<file path="src/rtl/btn_pkg.sv">
// Shared definitions for the multi-channel button conditioner.
// Contains:
//   - the per-channel FSM state type, with a 2-bit encoding;
//   - the default parameter values;
//   - a counter-width helper, so that every counter is just wide enough for its limit.
package btn_pkg;

  typedef enum logic [1:0] {
    StIdle    = 2'd0,
    StPressed = 2'd1,
    StHeld    = 2'd2
  } btn_state_e;

  localparam int unsigned DefNCh           = 5;
  localparam int unsigned DefSampleDiv     = 100000;
  localparam int unsigned DefStableSamples = 4;
  localparam int unsigned DefLongSamples   = 1000;
  localparam int unsigned DefRepeatSamples = 100;

  // Bits needed to count 0..limit-1, never less than one.
  function automatic int unsigned cnt_width(input int unsigned limit);
    return (limit <= 1) ? 1 : $clog2(limit);
  endfunction

endpackage

</file>
<file path="src/rtl/btn_channel.sv">
// One button channel: two-flop synchroniser, tick-sampled integrating debounce,
// press/release/long/repeat FSM, all outputs registered.
// Ports:
//   clk, rst       system clock, synchronous active-high reset
//   tick           one-cycle sample enable shared by all channels
//   i_btn          raw asynchronous button input
//   i_repeat_en    auto-repeat enable while held
//   o_level        debounced level
//   o_press        1-clk pulse on debounced rise
//   o_release      1-clk pulse on debounced fall
//   o_long         1-clk pulse when the hold reaches LONG_SAMPLES ticks
//   o_repeat       1-clk pulse every REPEAT_SAMPLES ticks after o_long
module btn_channel
  import btn_pkg::*;
#(
  parameter int unsigned STABLE_SAMPLES = DefStableSamples,
  parameter int unsigned LONG_SAMPLES   = DefLongSamples,
  parameter int unsigned REPEAT_SAMPLES = DefRepeatSamples
) (
  input  logic clk,
  input  logic rst,
  input  logic tick,
  input  logic i_btn,
  input  logic i_repeat_en,
  output logic o_level,
  output logic o_press,
  output logic o_release,
  output logic o_long,
  output logic o_repeat
);

  localparam int unsigned StabW = cnt_width(STABLE_SAMPLES);
  localparam int unsigned HoldW = cnt_width(LONG_SAMPLES);
  localparam int unsigned RepW  = cnt_width(REPEAT_SAMPLES);
  localparam logic [StabW-1:0] StabMax = StabW'(STABLE_SAMPLES - 1);
  localparam logic [HoldW-1:0] HoldMax = HoldW'(LONG_SAMPLES - 1);
  localparam logic [RepW-1:0]  RepMax  = RepW'(REPEAT_SAMPLES - 1);

  logic             sync1_q, sync1_d, sync_q, sync_d;
  logic             level_q, level_d;
  logic [StabW-1:0] stab_q, stab_d;
  logic [HoldW-1:0] hold_q, hold_d;
  logic [RepW-1:0]  rep_q, rep_d;
  btn_state_e       state_q, state_d;
  logic             press_q, press_d, release_q, release_d;
  logic             long_q, long_d, repeat_q, repeat_d;

  always_comb begin
    sync1_d   = i_btn;
    sync_d    = sync1_q;
    level_d   = level_q;
    stab_d    = stab_q;
    hold_d    = hold_q;
    rep_d     = rep_q;
    state_d   = state_q;
    press_d   = 1'b0;
    release_d = 1'b0;
    long_d    = 1'b0;
    repeat_d  = 1'b0;

    if (tick) begin
      // Integrator: any agreeing sample restarts qualification.
      if (sync_q == level_q) begin
        stab_d = '0;
      end else if (stab_q == StabMax) begin
        level_d = sync_q;
        stab_d  = '0;
      end else begin
        stab_d = stab_q + 1'b1;
      end

      // Edges are taken from the new level, so a fall on the long/repeat tick wins.
      if (level_d && !level_q) begin
        press_d = 1'b1;
        state_d = StPressed;
        hold_d  = '0;
        rep_d   = '0;
      end else if (!level_d && level_q) begin
        release_d = 1'b1;
        state_d   = StIdle;
        hold_d    = '0;
        rep_d     = '0;
      end else if (level_q) begin
        case (state_q)
          StPressed: begin
            if (hold_q == HoldMax) begin
              long_d  = 1'b1;
              state_d = StHeld;
              rep_d   = '0;
            end else begin
              hold_d = hold_q + 1'b1;
            end
          end
          StHeld: begin
            // Hold counter is frozen here; only the repeat counter runs.
            if (!i_repeat_en) begin
              rep_d = '0;
            end else if (rep_q == RepMax) begin
              repeat_d = 1'b1;
              rep_d    = '0;
            end else begin
              rep_d = rep_q + 1'b1;
            end
          end
          default: state_d = StIdle;
        endcase
      end
    end
  end

  always_ff @(posedge clk) begin
    if (rst) begin
      sync1_q   <= 1'b0;
      sync_q    <= 1'b0;
      level_q   <= 1'b0;
      stab_q    <= '0;
      hold_q    <= '0;
      rep_q     <= '0;
      state_q   <= StIdle;
      press_q   <= 1'b0;
      release_q <= 1'b0;
      long_q    <= 1'b0;
      repeat_q  <= 1'b0;
    end else begin
      sync1_q   <= sync1_d;
      sync_q    <= sync_d;
      level_q   <= level_d;
      stab_q    <= stab_d;
      hold_q    <= hold_d;
      rep_q     <= rep_d;
      state_q   <= state_d;
      press_q   <= press_d;
      release_q <= release_d;
      long_q    <= long_d;
      repeat_q  <= repeat_d;
    end
  end

  assign o_level   = level_q;
  assign o_press   = press_q;
  assign o_release = release_q;
  assign o_long    = long_q;
  assign o_repeat  = repeat_q;

endmodule

</file>
<file path="src/rtl/btn_debounce_multi.sv">
// N-channel button conditioner: one shared sample-tick prescaler feeding N_CH
// independent btn_channel instances. No derived clocks.
// Ports:
//   clk, rst       system clock, synchronous active-high reset
//   i_btn          raw asynchronous button inputs, active-high
//   i_repeat_en    per-channel auto-repeat enable
//   o_level        debounced levels
//   o_press        1-clk pulses on debounced rising edges
//   o_release      1-clk pulses on debounced falling edges
//   o_long         1-clk pulses when a hold reaches LONG_SAMPLES ticks
//   o_repeat       1-clk pulses every REPEAT_SAMPLES ticks after o_long
module btn_debounce_multi
  import btn_pkg::*;
#(
  parameter int unsigned N_CH           = DefNCh,
  parameter int unsigned SAMPLE_DIV     = DefSampleDiv,
  parameter int unsigned STABLE_SAMPLES = DefStableSamples,
  parameter int unsigned LONG_SAMPLES   = DefLongSamples,
  parameter int unsigned REPEAT_SAMPLES = DefRepeatSamples
) (
  input  logic            clk,
  input  logic            rst,
  input  logic [N_CH-1:0] i_btn,
  input  logic [N_CH-1:0] i_repeat_en,
  output logic [N_CH-1:0] o_level,
  output logic [N_CH-1:0] o_press,
  output logic [N_CH-1:0] o_release,
  output logic [N_CH-1:0] o_long,
  output logic [N_CH-1:0] o_repeat
);

  localparam int unsigned DivW = cnt_width(SAMPLE_DIV);
  localparam logic [DivW-1:0] DivMax = DivW'(SAMPLE_DIV - 1);

  logic [DivW-1:0] div_q, div_d;
  logic            tick;

  // Tick is decoded from the terminal count, so it lasts exactly one clk.
  always_comb begin
    tick  = (div_q == DivMax);
    div_d = tick ? '0 : div_q + 1'b1;
  end

  always_ff @(posedge clk) begin
    if (rst) begin
      div_q <= '0;
    end else begin
      div_q <= div_d;
    end
  end

  for (genvar g = 0; g < N_CH; g++) begin : g_ch
    btn_channel #(
      .STABLE_SAMPLES(STABLE_SAMPLES),
      .LONG_SAMPLES  (LONG_SAMPLES),
      .REPEAT_SAMPLES(REPEAT_SAMPLES)
    ) u_ch (
      .clk        (clk),
      .rst        (rst),
      .tick       (tick),
      .i_btn      (i_btn[g]),
      .i_repeat_en(i_repeat_en[g]),
      .o_level    (o_level[g]),
      .o_press    (o_press[g]),
      .o_release  (o_release[g]),
      .o_long     (o_long[g]),
      .o_repeat   (o_repeat[g])
    );
  end

endmodule

</file>
<file path="config.mk">
export PLATFORM = sky130hd
export DESIGN_NAME = btn_debounce_multi
export DESIGN_NICKNAME = d
export VERILOG_FILES = /design/src/rtl/btn_pkg.sv /design/src/rtl/btn_channel.sv /design/src/rtl/btn_debounce_multi.sv
export SDC_FILE = /design/constraint.sdc
export NUM_CORES = 1
export LEC_CHECK = 0
export ABC_AREA = 0
export CORE_UTILIZATION = 30
export CTS_CLUSTER_SIZE = 30
export DETAILED_ROUTE_END_ITERATION = 16
export SYNTH_ARGS = -nofsm -noshare
export SYNTH_HDL_FRONTEND = slang
export SYNTH_SLANG_ARGS = --single-unit
</file>
<file path="constraint.sdc">
create_clock -name clk -period 6.2 [get_ports clk]
set_input_delay 1.24 -clock clk [delete_from_list [all_inputs] [get_ports clk]]
set_output_delay 1.24 -clock clk [all_outputs]
set_load 0.05 [all_outputs]
</file>
**Run 1: cell outlines without signal wires**

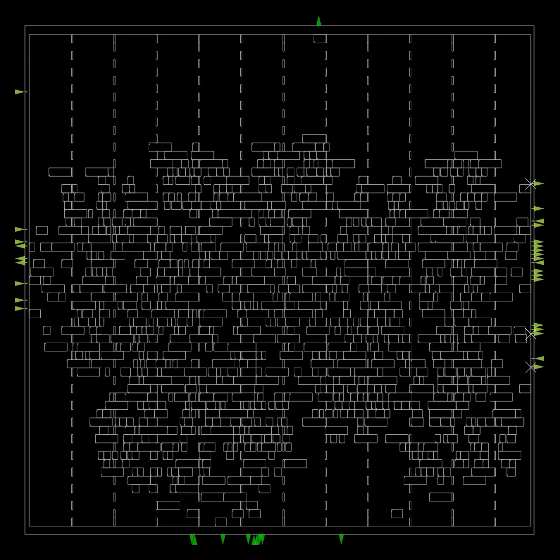
final standard cell count with taps included and fillers excluded: 1300
sequential portion of the cell area: 34.2%
number of sequential cells: 157
final-layout fill cell count: 2704
count of inserted tapcells: 335

**Run 1: routed clock nets over the placement**

Scale bar: 50 um.
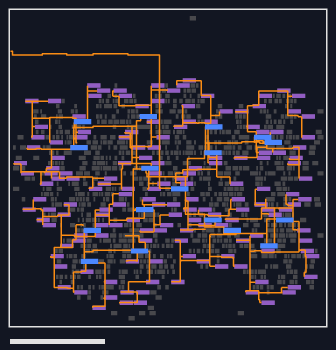
Orange shows clock wires, length 2200 um. Purple shows flip-flops, count 157. Blue shows clock drivers, count 17.
There are 18 routed clock nets.
portion of total power attributed to the clock network: 50.1%
Clock Latency Late Sink: 0.43 ns

==> summary.txt, run 1 <==
The layout was made with Yosys and OpenROAD.

The flow ran to the end, but the final reports show violations. The checks that failed: DRC. The flow reports an fmax of between 300 and 400 MHz. Registers are responsible for approximately half of the overall power. The number of buffers inserted to repair setup after CTS is 0. During placement, the flow inserted port buffers numbering 36. In the power breakdown, the biggest contributor is the clock network. between 600 and 700 cells are multi-input combinational gates. At floorplan, the net count of the design was reported as ~1k. The clock tree from TritonCTS is yes. The number of H-tree branching levels is 4.

Summing all non-filler instances in the final layout gives an area of between 0.009 and 0.01 mm^2. The reg-to-reg setup timing slack is around 3.0 ns. For reference, the top cells by area after synthesis are dfxtp_1 (39%), ha_1 (6.3%), a21oi_1 (6.2%).

The share of total power consumed by net switching is between 20% and 30%. The post-synthesis average cell area is ~8.5 um^2. The class of the most critical setup path is reg -> reg. The clock network power consumption is between 0.001 and 0.0015 W.

Prior to clock tree synthesis, the placed netlist has a worst setup slack of around 2.8 ns. For the pin with the worst max-slew slack, the measured transition is 1.21 ns. The number of maximum-capacitance violations recorded for the run is 0. The number of clock-tree buffers in the layout is 21. The worst hold slack after final layout is roughly 0.45 ns. The CTS log lists the clock sinks for this run as ~160.

At the end of the flow, the number of nets in the layout was roughly 1k. The signal on the critical path passes through ha_1 -> mux2i_1 -> inv_1 -> ha_1 -> nor2_1 -> inv_1 -> o2111ai_1 -> o21ai_0 -> a21oi_1. Detailed placement reports a standard cell area of 0.00860 mm^2. The slowest library cell on the worst path is o2111ai_1. The largest cell class by area is logic gates. The type of the tightest min-delay check is reg -> reg.

The headroom to the max-slew limit is about 18%. STA classifies the critical path startpoint as a flip-flop. The final-layout clock-cell area share is about 6.3%. The number of non-clock buffers is around 43. The endpoint arrival time on the critical path is ~3.5 ns. CTS reports a maximum clock tree buffer depth of 2. Summed over all layers, the global routing overflow is 0.

The relative area change from synthesis to final layout is 13.6%. According to the timing report, the critical path is launched from g_ch[0].u_ch.stab_q[0]. The count of unique library cells instantiated by Yosys is ~53. The critical path contains buffers and inverters numbering 2 combined. The largest driver fanout on the critical path is 20. STA puts the critical path data required time at roughly 6.6 ns. The remaining design rule violation count is 3.

The total area of sequential cells is about 0.0031 mm^2. The internal portion of the total power is 0.00167 W. Among logic cells in the layout, the one with the most instances is dfxtp_1. The number of hold buffers added after CTS was 0. The gate family responsible for the most delay along the worst path is AND-OR/OR-AND gates. The post-CTS resize count is 0. Sequential cells were found to cover between 30% and 40% of the synthesized design area. The timing report gives the clock slew at the launch and capture registers of the worst setup and hold paths as around 0.060 ns. The total leakage power is around 2.9 nW. The final-layout setup total negative slack is 0 ns. After synthesis, the design contains 951 cells according to Yosys.

The hold path startpoint is g_ch[4].u_ch.sync1_q. The initialized floorplan defines 59 standard-cell rows. Looking at the VDD voltage map, the peak drop is roughly 0.17 mV. The timing endpoint of the critical path is g_ch[0].u_ch.hold_q[5]. The placed wire-length estimate after detailed placement is 12400 um.

In this run the count of I/O pins placed on the die edge is 37.
**Run 1: the metal 2 layer**

Cells faint in the background.
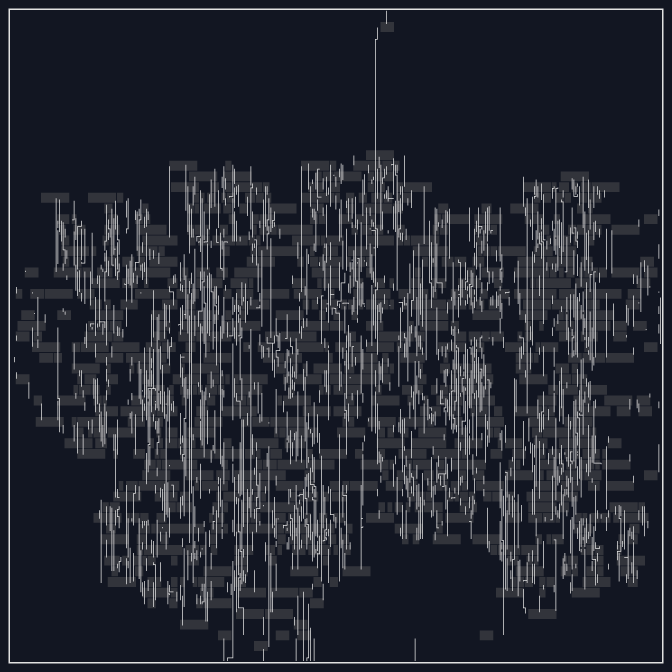
The layer holds 44% of the routed length. The layer carries 7940 um of wire. The longest straight run is 57.8 um. The wires run mostly vertical.
met2 routing resource usage after global routing: 20.9%
wire length reported by the detailed router: 18000 um
vias post-DR: 6753

-- run 1: synth_stat cells, types with 9 or more instances --
cell	n
and3_1	15
nand3b_1	11
xor2_1	9
nor3_1	10
and2_1	9
nand2_1	73
nand4_1	16
a21oi_1	100
or3_1	26
xnor2_1	16
nor2b_1	26
nor4bb_1	9
nor2_1	60
clkbuf_1	26
o31ai_1	27
nand4b_1	14
ha_1	41
o21ai_0	47
or4_1	37
nor4_1	13
nand3_1	38
inv_1	43
and4_1	10
dfxtp_1	157
buf_4	25
-- run 1: cell families (layout without fill, tap and decap cells) --
| family | Yosys count | in the layout | share of synthesized area, % |
|---|---|---|---|
| compound gates | 222 | 222 | 16.7 |
| simple gates | 397 | 397 | 28.3 |
| buf+inv | 100 | 114 | 5.90 |
| mux | 9 | 9 | 1.13 |
| flops | 157 | 157 | 38.9 |
| fa+ha+maj | 41 | 41 | 6.34 |
| xor+xnor | 25 | 25 | 2.71 |
-- run 1: sequential cells by signal, indices dropped and copies added (netlist names) --
register             flops
g_ch.u_ch.o_release      5
div_q                   17
g_ch.u_ch.sync_q         5
g_ch.u_ch.o_level        5
g_ch.u_ch.state_q       10
g_ch.u_ch.sync1_q        5
g_ch.u_ch.stab_q        10
g_ch.u_ch.o_press        5
g_ch.u_ch.o_repeat       5
g_ch.u_ch.hold_q        50
g_ch.u_ch.o_long         5
g_ch.u_ch.rep_q         35
-- run 1: metal layers --
metal	global-route usage [%]	vias to the layer above	wire length (um)	share of wire [%]
met5	0	-	0	0
met4	3.54	0	148	0.82
met3	4.00	12	773	4.3
met2	20.9	109	7940	44
met1	18.1	3144	9140	51
li1	-	3488	-	-
**Run 1: placement by cell class**

Scale bar: 50 um.
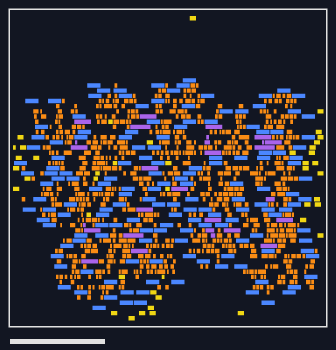

==> run 2: changes to the inputs <==
==> constraint.sdc (replaced) <==
create_clock -name clk -period 3.1 [get_ports clk]
set_input_delay 0.62 -clock clk [delete_from_list [all_inputs] [get_ports clk]]
set_output_delay 0.62 -clock clk [all_outputs]
set_load 0.05 [all_outputs]
**Run 2: placement by cell class**

Scale bar: 50 um.
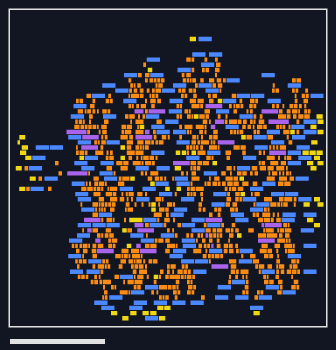
Purple shows clock drivers and dummy loads, cells 31, share of their area 6.8%. Yellow shows remaining buffers and delay cells, cells 62, share of their area 6.3%. Blue shows sequential cells, cells 157, share of their area 35%. Orange shows combinational and other logic, cells 737, share of their area 52%.

**Run 2: routed clock nets over the placement**

Scale bar: 50 um.
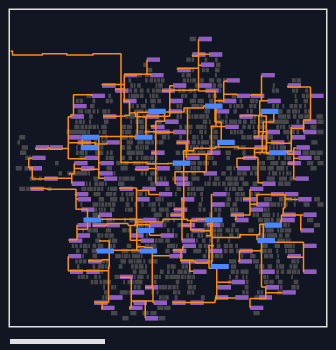
Blue shows clock drivers, count 17. Purple shows flip-flops, count 157. Orange shows clock wires, length 2220 um.
There are 18 routed clock nets. Position of the flops: spread over the die.
P_clk: 0.00217 W
portion of total power attributed to the clock network: 50.8%
maximum clock skew at final layout: 0.00822 ns

**Run 2: selected gate families**

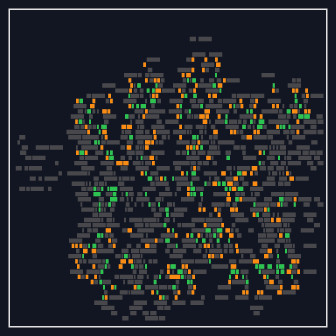
Orange shows aoi and oai cells, cells 204, most used a21oi_1. Green shows nand cells, cells 163, most used nand2_1.
most common library cell in the layout ignoring fill and taps: dfxtp_1
final standard cell count with taps included and fillers excluded: 1322

==> run 2 against run 1 <==
  * The flow still finishes with violations (DRC)
  * Sequential cell count is the same
  * Synthesized area is the same
  * Clock-buffer cell count unchanged
  * Non-clock buffer count increased by 19
  * First-iteration DRC count grew 8.0%
  * Hold slack better by 0.0093 ns
  * Largest cell class unchanged
==> summary.txt, run 2 <==
The layout was made with Yosys and OpenROAD.

In this run, post-CTS repair resized a total of 0 instances. The cell depth of the worst hold path is 1. In this run the tightest slew margin relative to its limit is 14.2%. The fraction of registers with async set/reset is 0%. Yosys attributes the largest share of cell area to dfxtp_1 (39%), ha_1 (6.3%), a21oi_1 (6.2%). The largest driver fanout on the critical path is 9. The cell area that synthesis handed to floorplanning was between 0.008 and 0.009 mm^2. The first-pass GRT wire length is 31000 um. The largest registers in the layout are g_ch.u_ch.hold_q (50), g_ch.u_ch.rep_q (35), div_q (17).

CTS saw 157 sinks. The register with the highest flop count is g_ch.u_ch.hold_q. The initial antenna violation count is 0.

The H-tree generated during clock tree synthesis spans 4 levels. Summing all non-filler instances in the final layout gives an area of 0.00938 mm^2. Looking at hold timing, the worst path starts from div_q[0]. The flow ran to the end, but the final reports show violations. Global routing used a little over an eighth of the available tracks. The largest individual stage delay along the critical path comes from the cell or4_1. Between the synthesized netlist and the finished layout, the area growth was recorded as 16.0%.

Across all hold checks on the routed design, the worst slack comes to about 0.46 ns. The final layout report lists a filler cell count of ~2.7k. According to the floorplan report, the die width is around 170 um. The script reports the combined buffer and inverter count of the critical path as 1. Counting flops and latches in the post-synthesis netlist gives 157. Each instance of the synthesized netlist takes up on average ~8.5 um^2. At the pin with the least slew margin, the transition time is about 1.3 ns. The commonest cells after synthesis are dfxtp_1 (157), a21oi_1 (100), nand2_1 (73).

The signal on the critical path passes through ha_1 -> mux2i_1 -> inv_1 -> ha_1 -> nor4bb_1 -> o41ai_2 -> or4_1 -> a21oi_1. For this run, design rule violations remaining after detail routing come to 3. The clock-pin slew on the worst setup and hold paths is 0.06 ns.

The synthesis stats list as the most numerous cell dfxtp_1. Summing over every cut layer, the via total after detailed routing is between 6k and 7k. In this run the worst hold path is classified as reg -> reg.

According to the timing report, the critical path is launched from g_ch[4].u_ch.stab_q[0]. The gate-level netlist out of Yosys references about 53 unique cell types. The final-layout setup total negative slack is 0 ns.

The flow reports an fmax of approximately 360 MHz. The count of routing violations after the opening detailed-route iteration is 514. The endpoint arrival time on the critical path is about 3.2 ns. Global routing finished with a remaining overflow of 0. The placed wire-length estimate after detailed placement is about 13000 um. Per Yosys stat, the portion of area used by sequential elements is 38.9%. The number of nets produced by synthesis is approximately 1.0k. The logic depth of the worst register-to-register path is 8. The category of the worst setup path launch point is a flip-flop. In this run, post-CTS hold repair placed 0 buffers. The endpoint class of the critical path is a flip-flop. The number of cells reported by Yosys stat comes to 951. The max-capacitance violation count is 0. Warnings raised by the tools during the run amount to 41.

The final net count is between 1k and 1.5k. The maximum clock insertion buffer count is 2. The dominant cell type by count on the critical path is ha_1. The core utilization at floorplan is a little under a third. The area of the synthesized netlist per yosys stat is just over 0.008 mm^2.

The clock tree from TritonCTS is yes. The average wire length per cell after detail routing is about 14 um. The worst ir drop on vdd is between 0.3 and 0.4 mV. The count of standard-cell rows is a little under 60. The checks that failed: DRC. The required time of the worst setup path is roughly 3.5 ns.

The end-of-flow timing check tallies setup violations at 0. The analysis attributes to cell leakage a power of between 3 and 4 nW. The average vias per placed instance is approximately 5.2. The number of failing hold endpoints at the final stage is 0.

The cell sitting at the root of the clock tree is a clkbuf_16. Buffers added to address setup during post-CTS repair amount to 0. After detailed placement, the total cell area comes to between 0.008 and 0.009 mm^2.

STA reports a reg2reg setup slack of 0.29 ns. Wires add up to approximately 18000 um. The timing report gives the biggest stage delay along the critical path as 0.54 ns. The buffer_ports step reported a buffer count of 36.

According to the I/O placement log, the pin count is 37. The gate family responsible for the most delay along the worst path is simple AND/OR/NAND/NOR gates. The reg-to-reg critical path endpoint is g_ch[4].u_ch.rep_q[6]. The number of flip-flops in the largest register is about 50. The overall die height is 166 um. The worst setup path is of the reg -> reg kind. The skew report gives the latency at the later pin of the worst-skew pair as about 0.43 ns.
run 2: cell counts after synthesis:
No cell type changed its count.
run 2: stage by stage:
step	setup slack (ns)	std cells	total power (W)
after floorplan	0.514	951	0.00211
after global placement	0.431	1291	0.00215
after detailed placement	0.318	1291	0.00215
after CTS	0.280	1322	0.00434
after global routing	0.00525	1322	0.00443
final	0.293	1322	0.00428
run 2: cell type report:
class                   instances  area, um^2  share of cell area [%]
flip-flops and latches        157        3140                    33.5
clock buffers                  21         470                    5.01
inverters                      43         161                    1.72
multi-input cells             694        4490                    47.8
well taps                     335         419                    4.47
repair buffers                 62         563                    6.00
clock inverters                10         139                    1.48
run 2: per-layer routing:
metal / part of all wire (%) / wire length (um) / track usage, %
met1: 50 / 9180 / 18.6
met2: 45 / 8210 / 21.2
met3: 4.2 / 778 / 3.31
met5: 0 / 0 / 0
met4: 0.88 / 161 / 3.90
run 2: cell families after synthesis:
family	synth area share (%)
AOI/OAI and AO/OA	16.7
xor gates and xnor gates	2.71
adders and majority gates	6.34
buffers and inverters	5.90
DFF	38.9
muxes	1.13
and+or+nand+nor	28.3
run 2: worst max path at each step:
stage	depth (start not counted)	endpoint	slack, ns
2_1_floorplan	8	g_ch[4].u_ch.rep_q[5]	0.51
3_3_place_gp	8	g_ch[1].u_ch.rep_q[5]	0.43
3_5_place_dp	8	g_ch[1].u_ch.rep_q[6]	0.32
4_1_cts	8	g_ch[1].u_ch.rep_q[5]	0.28
5_1_grt	8	g_ch[4].u_ch.rep_q[6]	0.005
6_report	8	g_ch[4].u_ch.rep_q[6]	0.29
run 2: power by group:
group          switching, W  total (W)  leakage (nW)  internal, W
Sequential       0.00000618    0.00203          1.27      0.00203
Combinational     0.0000426  0.0000705          1.50    0.0000279
Clock              0.000848    0.00217         0.287      0.00132
==> run 3: changes to the inputs <==
--- a/config.mk
+++ b/config.mk
@@ -9,6 +9,7 @@
 export CORE_UTILIZATION = 30
 export CTS_CLUSTER_SIZE = 30
 export DETAILED_ROUTE_END_ITERATION = 16
+export SLEW_MARGIN = 10
 export SYNTH_ARGS = -nofsm -noshare
 export SYNTH_HDL_FRONTEND = slang
 export SYNTH_SLANG_ARGS = --single-unit
**Run 3: routed clock nets over the placement**

Scale bar: 50 um.
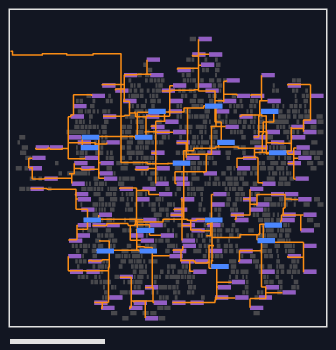
Blue shows clock drivers, count 17. Orange shows clock wires, length 2230 um. Purple shows flip-flops, count 157.
Position of the flops: spread over the die.

**Run 3: the metal 2 layer**

Cells faint in the background.
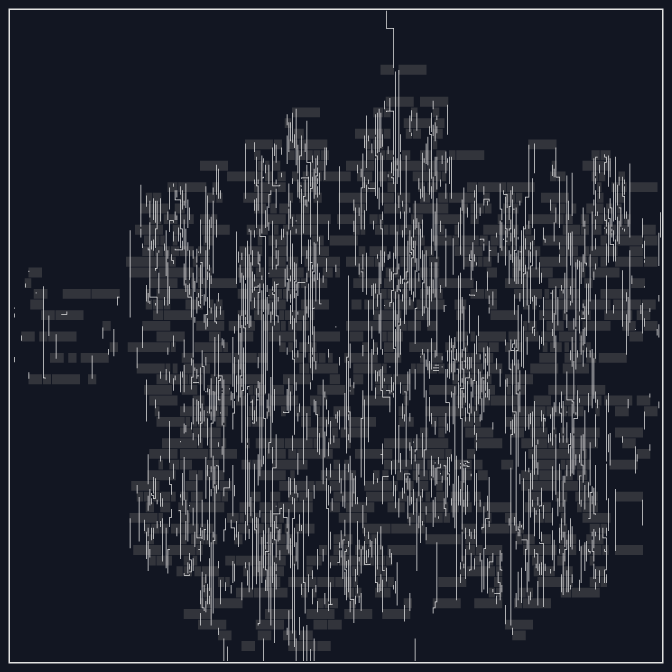
The longest straight run is 47.6 um. The layer holds 45% of the routed length. 812 nets have wire on it.

==> run 3 against run 2 <==
  * The flow still finishes with violations (DRC)
  * Sequential power is essentially flat
  * Fmax is essentially flat
  * Die size is the same
  * Synthesized cell count is the same
  * Synthesized area is the same
==> summary.txt, run 3 <==
The layout was made with Yosys and OpenROAD.

The cell type with the highest aggregate area in the netlist is dfxtp_1. The most frequently used library cell after synthesis is dfxtp_1. The registers reported with the highest flop counts are g_ch.u_ch.hold_q (50), g_ch.u_ch.rep_q (35), div_q (17). The library cell used most frequently in the layout, excluding fill and tap cells, is dfxtp_1. The register share after synthesis is 38.9%.

For this run, global-route usage on met1 was measured as 18.6%. The core area is between 0.02 and 0.03 mm^2. The maximum clock rate is about 360 MHz. The average vias per placed instance is 5.18. After synthesis the netlist holds a flip-flop and latch count of between 150 and 200.

The cell depth of the worst hold path is 1. The clock tree from TritonCTS is yes. Detailed placement ended at an HPWL of about 13000 um. The logic depth of the worst setup path including buffers is 8. The post-synthesis average cell area is ~8.5 um^2. Across all layers, the routed design uses between 6k and 7k vias. The met2 track demand over resource is between 20% and 30%. Summed over its instances, the top area cell type makes up between 30% and 40% of the synthesized netlist area. STA puts the critical path data required time at 3.45 ns. The remaining design rule violation count is 3. The switching portion of total power comes to a little over a fifth. For the finished layout, the period the worst path requires is 2.81 ns. The global route total overflow is 0. The cell area after placement is slightly below 0.009 mm^2. The count of standard-cell rows is between 50 and 60.

After routing the design area is ~0.0094 mm^2. 37 I/O pins were placed. The number of buffers inserted to repair setup after CTS is 0. According to the floorplan report, the die height is ~170 um. According to the floorplan report, the total die area is 0.0276 mm^2. The logic depth of the worst register-to-register path is 8. The timing endpoint of the critical path is g_ch[4].u_ch.rep_q[6].

The maximum number of pins on one net before global-route repair is between 60 and 70. The type of the tightest min-delay check is reg -> reg. The average wire length per cell after detail routing is between 10 and 15 um. The first global-routing pass estimated around 31000 um of wire.

Per the layout area report, the combinational gate area comes to roughly 0.0045 mm^2. The slew check shows that the tightest pin keeps a relative margin of between 20 and 25%. Yosys reports that the most numerous cell types are dfxtp_1 (157), a21oi_1 (100), nand2_1 (73). Walking the worst path, the cells encountered are ha_1 -> mux2i_1 -> inv_1 -> ha_1 -> nor4bb_1 -> o41ai_2 -> or4_1 -> a21oi_1. The endpoint arrival time on the critical path is between 3 and 4 ns. The max-capacitance violation count is 0. Across the whole layout, storage elements account for between 0.003 and 0.004 mm^2. The number of buffers inserted by hold repair at cts is 0. For reference, the most critical setup path is categorized as reg -> reg.

The reg-to-reg critical path endpoint is g_ch[4].u_ch.rep_q[6]. The pin closest to its max-slew limit shows a slew of between 1 and 1.5 ns. The number of buffer and inverter stages on the critical path is 1. The power report attributes to the sequential group a share of between 40 and 50%. The number of nets produced by synthesis is ~1.0k.

The reg-to-reg setup timing slack is between 0.2 and 0.3 ns. The clock latency on the worst-skew pair is approximately 0.43 ns. Pins over their slew limit in the final report were tallied at 0. The largest register by flop count is g_ch.u_ch.hold_q. The total leakage power is slightly above 3 nW. The layer with the highest usage is met2. The clock-pin slew on the worst setup and hold paths is ~0.060 ns.

The relative area change from synthesis to final layout is 16.1%. Once iteration 0 of detailed routing completed, the report listed approximately 540 DRC markers. The worst setup path is launched from a flip-flop. In the post-synthesis netlist, the biggest area contributors are dfxtp_1 (39%), ha_1 (6.3%), a21oi_1 (6.2%).

The mapped netlist covers 0.00809 mm^2. The number of cells reported by Yosys stat comes to between 900 and 1k. The worst ir drop on vdd is between 0.3 and 0.4 mV. For this run, the script counts the antenna cells in the layout as 0.

The area of the synthesized netlist per yosys stat is 0.00809 mm^2. The number of nets with antenna violations after detailed routing is 0. In this run the power spent charging and discharging nets is 0.000897 W. The most common logic cells in the final layout are dfxtp_1 (157), a21oi_1 (100), nand2_1 (73). According to the CTS report, the clock sink count is ~160. The post-CTS resize count is 0. The master cell of the clock root buffer is clkbuf_16. Tracing the worst setup path back leads to its startpoint at g_ch[4].u_ch.stab_q[0]. Per the timing report, the biggest fanout along the worst path comes to 9. For the final routed database, the setup TNS stands at 0 ns.

Per the OpenROAD floorplan log, the width of the die is between 150 and 200 um. The dominant cell type by count on the critical path is ha_1. The checks that failed: DRC.

Total global-route track usage over all layers is approximately 14%. The met3 demand-to-capacity share in global routing is under 10%. The initial antenna violation count came to 0. The internal portion of the total power is ~0.0034 W. The worst stage delay on the critical path is 0.54 ns. The number of flip-flops in the largest register is roughly 50. Looking at the clock tree report, the H-tree level count equals 4. The part of the total power dissipated in the clock network is between 50% and 60%. The run finished, with violations left. The first TritonRoute pass finished after 13 iterations. The tally of OpenROAD warnings is slightly above 40.

Counting flops with an async set or reset pin after synthesis yields a share of 0%. The maximum clock insertion buffer count is 2. After synthesis, the netlist uses 53 different library cells. The wire length after detailed routing is between 15000 and 20000 um. The critical path's slowest stage uses the library cell or4_1. In this design, the largest share of critical-path delay is due to simple AND/OR/NAND/NOR gates. The core utilization at floorplan is 30.8%. The final net count is between 1k and 1.5k. The final clock skew is around 0.008 ns. The worst setup path is captured at a flip-flop. Combinational logic burns 1.7% of the power. Per the layout report, the design carries between 2k and 3k filler cells.

Hold-check failures listed in the final report amount to 0. The post-synth count of flops with an enable pin is 0. During placement, the flow inserted port buffers numbering 36.

STA lists the startpoint of the worst hold path as div_q[0]. The final timing report counts setup violations totalling 0.
**Run 3: selected gate families**

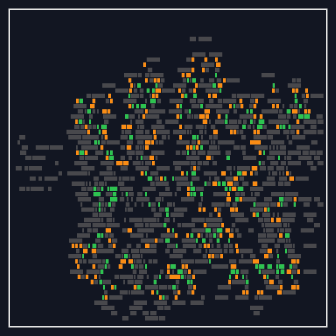
Orange shows aoi and oai cells, cells 204, most used a21oi_1. Green shows nand cells, cells 163, most used nand2_1.

## run 3: cell counts after synthesis
No cell type changed its count.
## run 3: kinds of logic after synthesis
family,after synthesis,synth area share [%]
DFF,157,38.9
AOI/OAI and AO/OA,222,16.7
buffers and inverters,100,5.90
adders and majority gates,41,6.34
and+or+nand+nor,397,28.3
xor gates and xnor gates,25,2.71
muxes,9,1.13
## run 3: power groups by stage
stage / registers, W / clock network (W) / logic, W
after global routing: 0.00203 / 0.00232 / 0.0000780
after global placement: 0.00208 / 0 / 0.0000714
final: 0.00203 / 0.00217 / 0.0000706
after CTS: 0.00203 / 0.00224 / 0.0000712
after floorplan: 0.00208 / 0 / 0.0000362
after detailed placement: 0.00208 / 0 / 0.0000710
## run 3: metrics by stage
stage | hold slack [ns] | power (W) | cells | util, % | worst slack [ns]
2_1_floorplan | 0.414 | 0.00211 | 951 | - | 0.514
3_3_place_gp | 0.430 | 0.00215 | 1291 | 33.3 | 0.431
3_5_place_dp | 0.443 | 0.00215 | 1291 | 33.3 | 0.318
4_1_cts | 0.455 | 0.00434 | 1322 | 35.6 | 0.280
5_1_grt | 0.480 | 0.00443 | 1322 | 35.7 | 0.00525
6_report | 0.456 | 0.00428 | 1322 | 35.7 | 0.293
## run 3: cell type report
cell class                      count  share of cell area, %
Multi-Input combinational cell    694                   47.9
Sequential cell                   157                   33.5
Timing Repair Buffer               62                   6.00
Clock buffer                       21                   5.01
Tap cell                          335                   4.46
Inverter                           43                   1.72
Clock inverter                     10                   1.48
## run 3: layer usage
layer  routed length, um  vias to the layer above
li1                    -                     3518
met2                8230                      118
met4                 161                        0
met5                   0                        -
met3                 707                       14
met1                9250                     3202
Power is estimated from default activity; no workload was simulated.
